File: src/rtl/ro_pkg.sv
// rtl/ro_pkg.sv - shared types and constants for the ring-oscillator sweep controller
package ro_pkg;

  localparam int NUM_RO_DEF = 16;

  typedef enum logic [2:0] {
    S_IDLE,
    S_SETTLE,
    S_MEASURE,
    S_REPORT,
    S_NEXT
  } ro_state_e;

  // Result tag: bank (0 = bank 1) sits directly above the oscillator index.
  function automatic int unsigned res_id_pack(input logic bank, input int unsigned idx,
                                              input int unsigned sel_w);
    return (32'(bank) << sel_w) | idx;
  endfunction

endpackage

File: src/rtl/ro_sweep_ctrl_if.sv
// rtl/ro_sweep_ctrl_if.sv - control, oscillator and result signals of the sweep controller
interface ro_sweep_ctrl_if import ro_pkg::*; #(
  parameter int CNT_W  = 16,
  parameter int WIN_W  = 12,
  parameter int NUM_RO = NUM_RO_DEF
) ();
  localparam int SEL_W = $clog2(NUM_RO);

  logic             start;
  logic [1:0]       bank_mask;
  logic [WIN_W-1:0] window;
  logic [3:0]       settle;
  logic             ro_tap;
  logic             res_ready;
  logic             ro_activate_1;
  logic             ro_activate_2;
  logic [SEL_W-1:0] ro_sel;
  logic             res_valid;
  logic [CNT_W-1:0] res_data;
  logic [SEL_W:0]   res_id;
  logic             busy;
  logic             done;

  modport master (
    output start, bank_mask, window, settle, ro_tap, res_ready,
    input  ro_activate_1, ro_activate_2, ro_sel, res_valid, res_data, res_id, busy, done
  );

  modport slave (
    input  start, bank_mask, window, settle, ro_tap, res_ready,
    output ro_activate_1, ro_activate_2, ro_sel, res_valid, res_data, res_id, busy, done
  );
endinterface

File: src/rtl/ro_edge_counter.sv
// rtl/ro_edge_counter.sv - ro_tap synchroniser, rising-edge detector and saturating counter
module ro_edge_counter #(
  parameter int CNT_W = 16
) (
  input  logic             clk,
  input  logic             rst,
  input  logic             ro_tap_i,
  input  logic             clr_i,
  input  logic             en_i,
  output logic [CNT_W-1:0] cnt_nxt_o
);
  logic [2:0]       sync_q;
  logic [CNT_W-1:0] cnt_q, cnt_d;
  logic             rise;

  // Stages 0/1 resynchronise; stage 2 only delays stage 1 for edge detection.
  always_ff @(posedge clk) begin
    if (rst) sync_q <= '0;
    else     sync_q <= {sync_q[1:0], ro_tap_i};
  end

  assign rise = sync_q[1] & ~sync_q[2];

  always_comb begin
    cnt_d = cnt_q;
    if (clr_i) cnt_d = '0;
    else if (en_i && rise && !(&cnt_q)) cnt_d = cnt_q + CNT_W'(1);
  end

  always_ff @(posedge clk) begin
    if (rst) cnt_q <= '0;
    else     cnt_q <= cnt_d;
  end

  assign cnt_nxt_o = cnt_d;
endmodule

File: src/rtl/ro_sweep_ctrl.sv
// rtl/ro_sweep_ctrl.sv - sweeps both oscillator banks and reports one edge count per oscillator
module ro_sweep_ctrl import ro_pkg::*; #(
  parameter int CNT_W  = 16,
  parameter int WIN_W  = 12,
  parameter int NUM_RO = NUM_RO_DEF
) (
  input logic            clk,
  input logic            rst,
  ro_sweep_ctrl_if.slave bus
);
  localparam int SEL_W = $clog2(NUM_RO);
  localparam int ID_W  = SEL_W + 1;
  localparam logic [SEL_W-1:0] SEL_LAST = SEL_W'(NUM_RO - 1);
  localparam logic [WIN_W:0]   TMR_ONE  = (WIN_W + 1)'(1);

  ro_state_e        state_q, state_d;
  logic             both_q;
  logic [WIN_W-1:0] win_q;
  logic [3:0]       settle_q;
  logic [WIN_W-1:0] tmr_q;
  logic [WIN_W:0]   tmr_inc;
  logic             bank_q;
  logic [SEL_W-1:0] sel_q;
  logic [1:0]       act_q;
  logic             done_q;
  logic [CNT_W-1:0] res_data_q;
  logic [CNT_W-1:0] cnt_nxt;
  logic             settle_end, meas_end, last_sel, switch_bank;

  ro_edge_counter #(.CNT_W(CNT_W)) u_cnt (
    .clk      (clk),
    .rst      (rst),
    .ro_tap_i (bus.ro_tap),
    .clr_i    (state_q == S_SETTLE),
    .en_i     (state_q == S_MEASURE),
    .cnt_nxt_o(cnt_nxt)
  );

  // A zero length compares true on the first cycle, so 0 behaves as 1.
  assign tmr_inc     = {1'b0, tmr_q} + TMR_ONE;
  assign settle_end  = tmr_inc >= {{(WIN_W - 3){1'b0}}, settle_q};
  assign meas_end    = tmr_inc >= {1'b0, win_q};
  assign last_sel    = sel_q == SEL_LAST;
  assign switch_bank = !bank_q && both_q;

  always_ff @(posedge clk) begin
    if (rst) state_q <= S_IDLE;
    else     state_q <= state_d;
  end

  always_comb begin
    state_d = state_q;
    unique case (state_q)
      S_IDLE:    if (bus.start && bus.bank_mask != 2'b00) state_d = S_SETTLE;
      S_SETTLE:  if (settle_end) state_d = S_MEASURE;
      S_MEASURE: if (meas_end) state_d = S_REPORT;
      S_REPORT:  if (bus.res_ready) state_d = S_NEXT;
      S_NEXT:    state_d = (last_sel && !switch_bank) ? S_IDLE : S_SETTLE;
      default:   state_d = S_IDLE;
    endcase
  end

  always_ff @(posedge clk) begin
    if (rst) begin
      both_q     <= 1'b0;
      win_q      <= '0;
      settle_q   <= '0;
      tmr_q      <= '0;
      bank_q     <= 1'b0;
      sel_q      <= '0;
      act_q      <= 2'b00;
      done_q     <= 1'b0;
      res_data_q <= '0;
    end else begin
      done_q <= 1'b0;
      tmr_q  <= (state_d != state_q) ? '0 : tmr_inc[WIN_W-1:0];
      unique case (state_q)
        S_IDLE: if (state_d == S_SETTLE) begin
          both_q   <= &bus.bank_mask;
          win_q    <= bus.window;
          settle_q <= bus.settle;
          bank_q   <= !bus.bank_mask[0];
          sel_q    <= '0;
          act_q    <= bus.bank_mask[0] ? 2'b01 : 2'b10;
        end
        S_MEASURE: if (meas_end) res_data_q <= cnt_nxt;
        // Drop the bank while in NEXT so activates never overlap at a switch.
        S_REPORT: if (bus.res_ready && last_sel) act_q <= 2'b00;
        S_NEXT: begin
          if (!last_sel) begin
            sel_q <= sel_q + SEL_W'(1);
          end else if (switch_bank) begin
            bank_q <= 1'b1;
            sel_q  <= '0;
            act_q  <= 2'b10;
          end else begin
            done_q <= 1'b1;
            bank_q <= 1'b0;
            sel_q  <= '0;
          end
        end
        default: ;
      endcase
    end
  end

  always_comb begin
    bus.busy          = state_q != S_IDLE;
    bus.res_valid     = state_q == S_REPORT;
    bus.done          = done_q;
    bus.ro_activate_1 = act_q[0];
    bus.ro_activate_2 = act_q[1];
    bus.ro_sel        = sel_q;
    bus.res_data      = res_data_q;
    bus.res_id        = ID_W'(res_id_pack(bank_q, 32'(sel_q), SEL_W));
  end
endmodule

File: src/flat_wrapper.sv
// flat-port wrapper written by rule: the top's interface ports become plain ports
module ro_sweep_ctrl_flat import ro_pkg::*;
#(
  parameter int CNT_W  = 16,
  parameter int WIN_W  = 12,
  parameter int NUM_RO = NUM_RO_DEF
)
  (clk, rst, bus_start, bus_bank_mask, bus_window, bus_settle, bus_ro_tap, bus_res_ready, bus_ro_activate_1, bus_ro_activate_2, bus_ro_sel, bus_res_valid, bus_res_data, bus_res_id, bus_busy, bus_done);
  ro_sweep_ctrl_if #(.CNT_W(CNT_W), .WIN_W(WIN_W), .NUM_RO(NUM_RO)) bus_i ();
  input logic clk;
  input logic rst;
  input wire logic [$bits(bus_i.start)-1:0] bus_start;
  input wire logic [$bits(bus_i.bank_mask)-1:0] bus_bank_mask;
  input wire logic [$bits(bus_i.window)-1:0] bus_window;
  input wire logic [$bits(bus_i.settle)-1:0] bus_settle;
  input wire logic [$bits(bus_i.ro_tap)-1:0] bus_ro_tap;
  input wire logic [$bits(bus_i.res_ready)-1:0] bus_res_ready;
  output wire logic [$bits(bus_i.ro_activate_1)-1:0] bus_ro_activate_1;
  output wire logic [$bits(bus_i.ro_activate_2)-1:0] bus_ro_activate_2;
  output wire logic [$bits(bus_i.ro_sel)-1:0] bus_ro_sel;
  output wire logic [$bits(bus_i.res_valid)-1:0] bus_res_valid;
  output wire logic [$bits(bus_i.res_data)-1:0] bus_res_data;
  output wire logic [$bits(bus_i.res_id)-1:0] bus_res_id;
  output wire logic [$bits(bus_i.busy)-1:0] bus_busy;
  output wire logic [$bits(bus_i.done)-1:0] bus_done;
  assign bus_i.start = bus_start;
  assign bus_i.bank_mask = bus_bank_mask;
  assign bus_i.window = bus_window;
  assign bus_i.settle = bus_settle;
  assign bus_i.ro_tap = bus_ro_tap;
  assign bus_i.res_ready = bus_res_ready;
  assign bus_ro_activate_1 = bus_i.ro_activate_1;
  assign bus_ro_activate_2 = bus_i.ro_activate_2;
  assign bus_ro_sel = bus_i.ro_sel;
  assign bus_res_valid = bus_i.res_valid;
  assign bus_res_data = bus_i.res_data;
  assign bus_res_id = bus_i.res_id;
  assign bus_busy = bus_i.busy;
  assign bus_done = bus_i.done;
  ro_sweep_ctrl #(.CNT_W(CNT_W), .WIN_W(WIN_W), .NUM_RO(NUM_RO)) u_core (.clk(clk), .rst(rst), .bus(bus_i));
endmodule
File: config.mk
export PLATFORM = sky130hd
export DESIGN_NAME = ro_sweep_ctrl_flat
export DESIGN_NICKNAME = d
export VERILOG_FILES = /design/src/rtl/ro_pkg.sv /design/src/rtl/ro_sweep_ctrl_if.sv /design/src/rtl/ro_edge_counter.sv /design/src/rtl/ro_sweep_ctrl.sv /design/src/flat_wrapper.sv
export SDC_FILE = /design/constraint.sdc
export NUM_CORES = 1
export LEC_CHECK = 0
export CAP_MARGIN = 20
export CORE_MARGIN = 2
export CORE_UTILIZATION = 50
export CTS_CLUSTER_SIZE = 24
export DETAILED_ROUTE_END_ITERATION = 8
export PLACE_DENSITY = 0.8
export SLEW_MARGIN = 20
export SYNTH_ARGS = -nofsm -noshare
export SYNTH_HDL_FRONTEND = slang
export SYNTH_HIERARCHICAL = 1
export SYNTH_SLANG_ARGS = --single-unit
File: constraint.sdc
create_clock -name clk -period 2.9 [get_ports clk]
set_input_delay 0.435 -clock clk [delete_from_list [all_inputs] [get_ports clk]]
set_output_delay 0.435 -clock clk [all_outputs]
set_load 0.02 [all_outputs]
run_1/port_nets.png
(4 px per um)
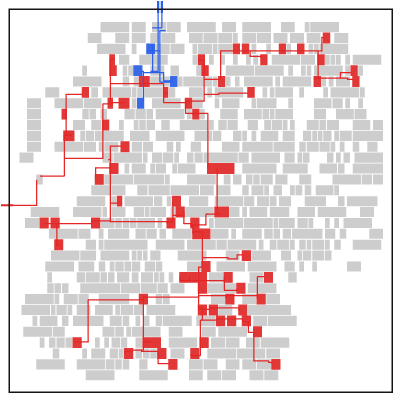
- bus_bank_mask: blue (bits 2; direction input; edge top; end cells 4; buffers 2; wire 68.6 um)
- rst: red (bits 1; direction input; edge left; end cells 71; buffers 2; wire 543 um)
PortBufs: 52
IO Pins: 53

run_1/registers.png
(3 px per um) Other sequential cells in the stronger grey, the rest of the logic in the fainter grey.
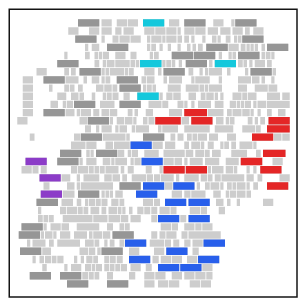
- u_core/u_cnt/sync_q: purple (flops 3)
- u_core/settle_q: cyan (flops 4; where top middle)
- u_core/bus.res_data: blue (flops 16)
- u_core/tmr_q: red (flops 12; where right middle)
- not coloured: 40

==> out/metrics.yaml, run 1 <==
run_status:
  status: "finished, final reports clean"
global_routing:
  grt_max_degree: 45
  antenna_found_initial: 0
power:
  p_leak_uw: 0.00201
  clock_power_share_pct: 35.0
logic_synthesis:
  synthesis.nets: 539
  ys_chip_area_mm2: 0.00418
  ys_seq_share_pct: 35.9
  synth_async_sr_flop_share_pct: 0
  flop_cell: "dfxtp_1"
  synthCells: 498
  topCellsByArea: "dfxtp_1, nand2_1, a21oi_1, ha_1, mux2i_1"
placement:
  placed_cells: 644
clocking:
  tritoncts: "done"
timing:
  fin_crit_sh_pct: 93.9
  final-hold-violation-count: 0
  rsz0062_at_grt: "false"
route:
  wire_per_inst_um: 14.4
  drtIter0Drc: 235
  drtAntennaViolNets: 0
die:
  rows: 33
  die_area_mm2: 0.00910
critical_path:
  required_ns: 3.17
flow_run:
  max-cap-violations: 0
layout:
  fin_cells: 661
run_1/cell_classes.png
(3 px per um)
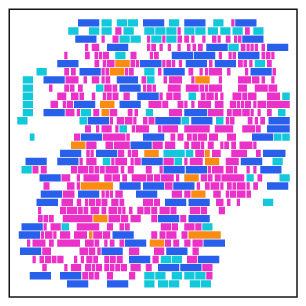
- flip-flops: blue (cells 75)
- clock drivers and dummy loads: orange (cells 16)
- other buffers and delay cells: cyan (cells 70)
- all other logic: magenta (cells 395)
Final Util: 62.4%
fin area: 0.00510 mm2
core area: 0.00818 mm2
sequential share of cell area: 29.6%

[run 1: final timing paths]
check / end / slack, ns / cells past startpoint
setup / recovery: u_core/bus.res_data[10]$_SDFFE_PP0P_ / 0.18 / 11
hold / removal: u_core/u_cnt/sync_q[1]$_SDFF_PP0_ / 0.44 / 1
setup reg to reg: u_core/bus.res_data[10]$_SDFFE_PP0P_ / 0.18 / 11
hold reg to reg: u_core/u_cnt/sync_q[1]$_SDFF_PP0_ / 0.44 / 1
[run 1: state kept, by name, indices dropped and copies added (netlist names)]
name / cells
u_core/act_q: 2
u_core/bank_q: 1
u_core/both_q: 1
u_core/bus.done: 1
u_core/bus.res_data: 16
u_core/bus.ro_sel: 4
u_core/settle_q: 4
u_core/state_q: 3
u_core/tmr_q: 12
u_core/u_cnt/cnt_q: 16
u_core/u_cnt/sync_q: 3
u_core/win_q: 12
[run 1: power by group through the flow]
stage | logic, uW | registers, uW | clock network, uW
CTS | 552 | 1120 | 932
floorplan | 393 | 1130 | 0
global placement | 538 | 1140 | 0
global route | 639 | 1140 | 982
detailed placement | 550 | 1140 | 0
finish | 574 | 1130 | 919
[run 1: routing by layer]
| metal | GRT usage, % | up-vias | part of all wire [%] |
|---|---|---|---|
| li1 | - | 1852 | - |
| met1 | 28.6 | 1788 | 45 |
| met2 | 35.5 | 84 | 49 |
| met3 | 5.22 | 17 | 4.5 |
| met4 | 8.21 | 0 | 1.7 |
| met5 | 0 | - | 0 |
[run 1: final cells by class]
cell class	count	area, um2	share of cell area [%]
inverter	19	71.3	1.40
clock inverter	4	72.6	1.42
clock buffer	12	155	3.04
tap	105	131	2.57
timing repair buffer	70	663	13.0
sequential	75	1510	29.6
multi-input combinational	376	2500	49.0
[run 1: critical path, delay by kind of cell, from the launching register on]
family,cells,cell delay [ns]
simple gates,2,0.72
xor+xnor,1,0.16
buf+inv,1,0.17
flops,1,0.38
mux,1,0.22
fa+ha+maj,2,0.43
compound gates,4,0.56
[run 1: per-stage QoR]
step	cell area, um2	hold slack (ns)	total power (uW)	worst slack, ns	utilization (%)
CTS	5040	0.448	2610	0.00109	61.7
global placement	4810	0.424	1680	0.0639	58.9
floorplan	4180	0.414	1530	0.0715	-
detailed placement	4810	0.428	1700	0.0224	58.9
finish	5100	0.443	2620	0.178	62.4
global route	5100	0.464	2760	0.0108	62.4
[run 1: cell families after synthesis]
kind of cell / share of synthesized area [%]
DFF: 35.9
adders and majority gates: 5.39
xor gates and xnor gates: 2.31
muxes: 5.90
buffers and inverters: 5.30
AOI/OAI and AO/OA: 14.1
and+or+nand+nor: 31.1
[run 1: timing repair]
item | in CTS | in global routing
endpoints found under the setup margin | 0 | 29
resized | 0 | 16
setup buffers | 0 | 1
## Run 2: what changed since run 1
==> constraint.sdc (replaced) <==
create_clock -name clk -period 2.9 [get_ports clk]
set_input_delay 0.435 -clock clk [delete_from_list [all_inputs] [get_ports clk]]
set_output_delay 0.435 -clock clk [all_outputs]
set_load 0.005 [all_outputs]
run_2/registers.png
(3 px per um) Other sequential cells in the stronger grey, the rest of the logic in the fainter grey.
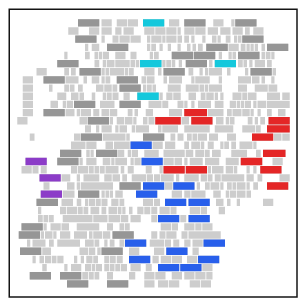
Seq power: 1130 uW
sequential cell area: 0.00151 mm2

run_2/cell_classes.png
(3 px per um)
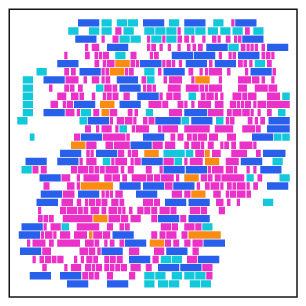
- flip-flops: blue (cells 75)
- all other logic: magenta (cells 395)
- clock drivers and dummy loads: orange (cells 16)
- other buffers and delay cells: cyan (cells 70)
Rows: 33

==> out/metrics.yaml, run 2 <==
logic_synthesis:
  synthAdderAreaFrac_pct: 5.39  # unchanged
  topCellsByArea: "dfxtp_1, nand2_1, a21oi_1, ha_1, mux2i_1"
  synthCells: 498  # unchanged
  synthesis.nets: 539  # unchanged
  synth_async_sr_flop_share_pct: 0  # unchanged
  synthMuxAreaShare_pct: 5.90  # unchanged
layout:
  fin_util_pct: 62.4  # unchanged
die:
  core_mm2: 0.00818  # unchanged
  boundaryPins: 53  # unchanged
  die_area_mm2: 0.00910  # unchanged
route:
  drtAntennaViolNets: 0  # unchanged
  drtIter0Drc: 235  # unchanged
  wire_per_inst_um: 14.4  # unchanged
run_status:
  status: "finished, final reports clean"
global_routing:
  grt_max_degree: 45  # unchanged
  antenna_found_initial: 0  # unchanged
placement:
  port_buffers: 52  # unchanged
power:
  p_leak_uw: 0.00201  # unchanged
timing:
  fin_crit_sh_pct: 93.9  # unchanged
  hold_ws_ns: 0.443  # unchanged
  rsz0062_at_grt: "false"
  final-hold-violation-count: 0  # unchanged
flow_run:
  max-cap-violations: 0  # unchanged
min_path:
  hold_depth: 1  # unchanged
critical_path:
  ff2ff_path_depth: 11  # unchanged
run_2/final_placement.png
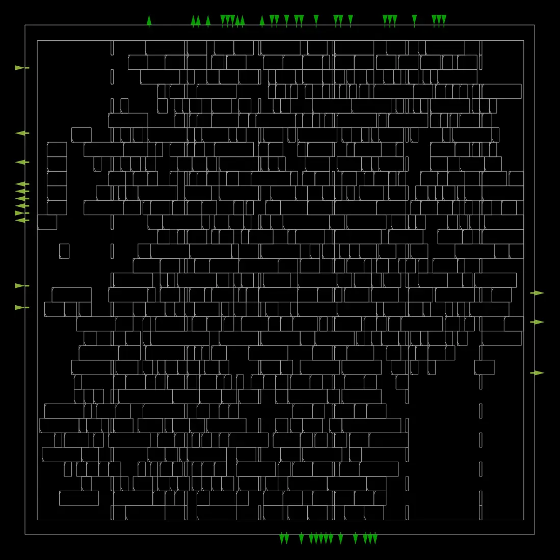
post-route insts no fill: 661
tap cells: 105
Flops: 75
fill cell count: 711

[run 2: cell counts in the layout (fill, tap and decap cells not counted)]
Identical to the previous run, type by type.
[run 2: cells by family (layout without fill, tap and decap cells)]
group | count (synthesis) | after routing
muxes | 24 | 24
xor gates and xnor gates | 11 | 11
AOI/OAI and AO/OA | 90 | 90
and+or+nand+nor | 233 | 233
adders and majority gates | 18 | 18
DFF | 75 | 75
buffers and inverters | 47 | 105
[run 2: layout make-up]
class / count / area (um2)
Multi-Input combinational cell: 376 / 2500
Tap cell: 105 / 131
Sequential cell: 75 / 1510
Fill cell: 711 / 3070
Inverter: 19 / 71.3
Clock buffer: 12 / 155
Timing Repair Buffer: 70 / 663
Clock inverter: 4 / 72.6
[run 2: what timing repair did]
action                     in CTS  in global routing
setup buffers                   0                  1
hold buffers                    0                  0
setup endpoints to repair       0                 29
resized                         0                 16
[run 2: where the power goes]
group | leakage, uW | switching [uW] | total, uW | internal, uW
clock network | 0.000113 | 388 | 919 | 531
registers | 0.000610 | 48.3 | 1130 | 1080
logic | 0.00129 | 303 | 560 | 256
[run 2: path summary, 6_finish.rpt]
check,start,to,slack [ns]
min,u_core/u_cnt/sync_q[0]$_SDFF_PP0_,u_core/u_cnt/sync_q[1]$_SDFF_PP0_,0.44
min reg2reg,u_core/u_cnt/sync_q[0]$_SDFF_PP0_,u_core/u_cnt/sync_q[1]$_SDFF_PP0_,0.44
max reg2reg,u_core/tmr_q[0]$_SDFF_PP0_,u_core/bus.res_data[10]$_SDFFE_PP0P_,0.18
max,u_core/tmr_q[0]$_SDFF_PP0_,u_core/bus.res_data[10]$_SDFFE_PP0P_,0.18
[run 2: stage by stage]
| stage | setup WS [ns] | total power (uW) | instance area, um2 | instances |
|---|---|---|---|---|
| 6_report | 0.178 | 2610 | 5100 | 661 |
| 5_1_grt | 0.0108 | 2740 | 5100 | 661 |
| 4_1_cts | 0.00109 | 2590 | 5040 | 660 |
| 3_5_place_dp | 0.0224 | 1680 | 4810 | 644 |
| 3_3_place_gp | 0.0639 | 1670 | 4810 | 644 |
| 2_1_floorplan | 0.0715 | 1510 | 4180 | 498 |
[run 2: routing by layer]
metal	vias up	part of all wire (%)	track usage (%)
met2	84	49	35.5
met5	-	0	0
met3	17	4.5	5.22
li1	1852	-	-
met4	0	1.7	8.21
met1	1788	45	28.6
[run 2: worst max-delay path, stage by stage, from the launching register on]
cell,delay [ns]
dfxtp_4,0.38
ha_2,0.21
and3_1,0.21
xor2_1,0.16
ha_1,0.22
or4_1,0.51
a21oi_1,0.15
o2bb2ai_1,0.10
o21ai_2,0.14
o21ba_2,0.17
buf_12,0.17
mux2i_2,0.22
No activity file was given, so power comes from the tool's default toggle rates.
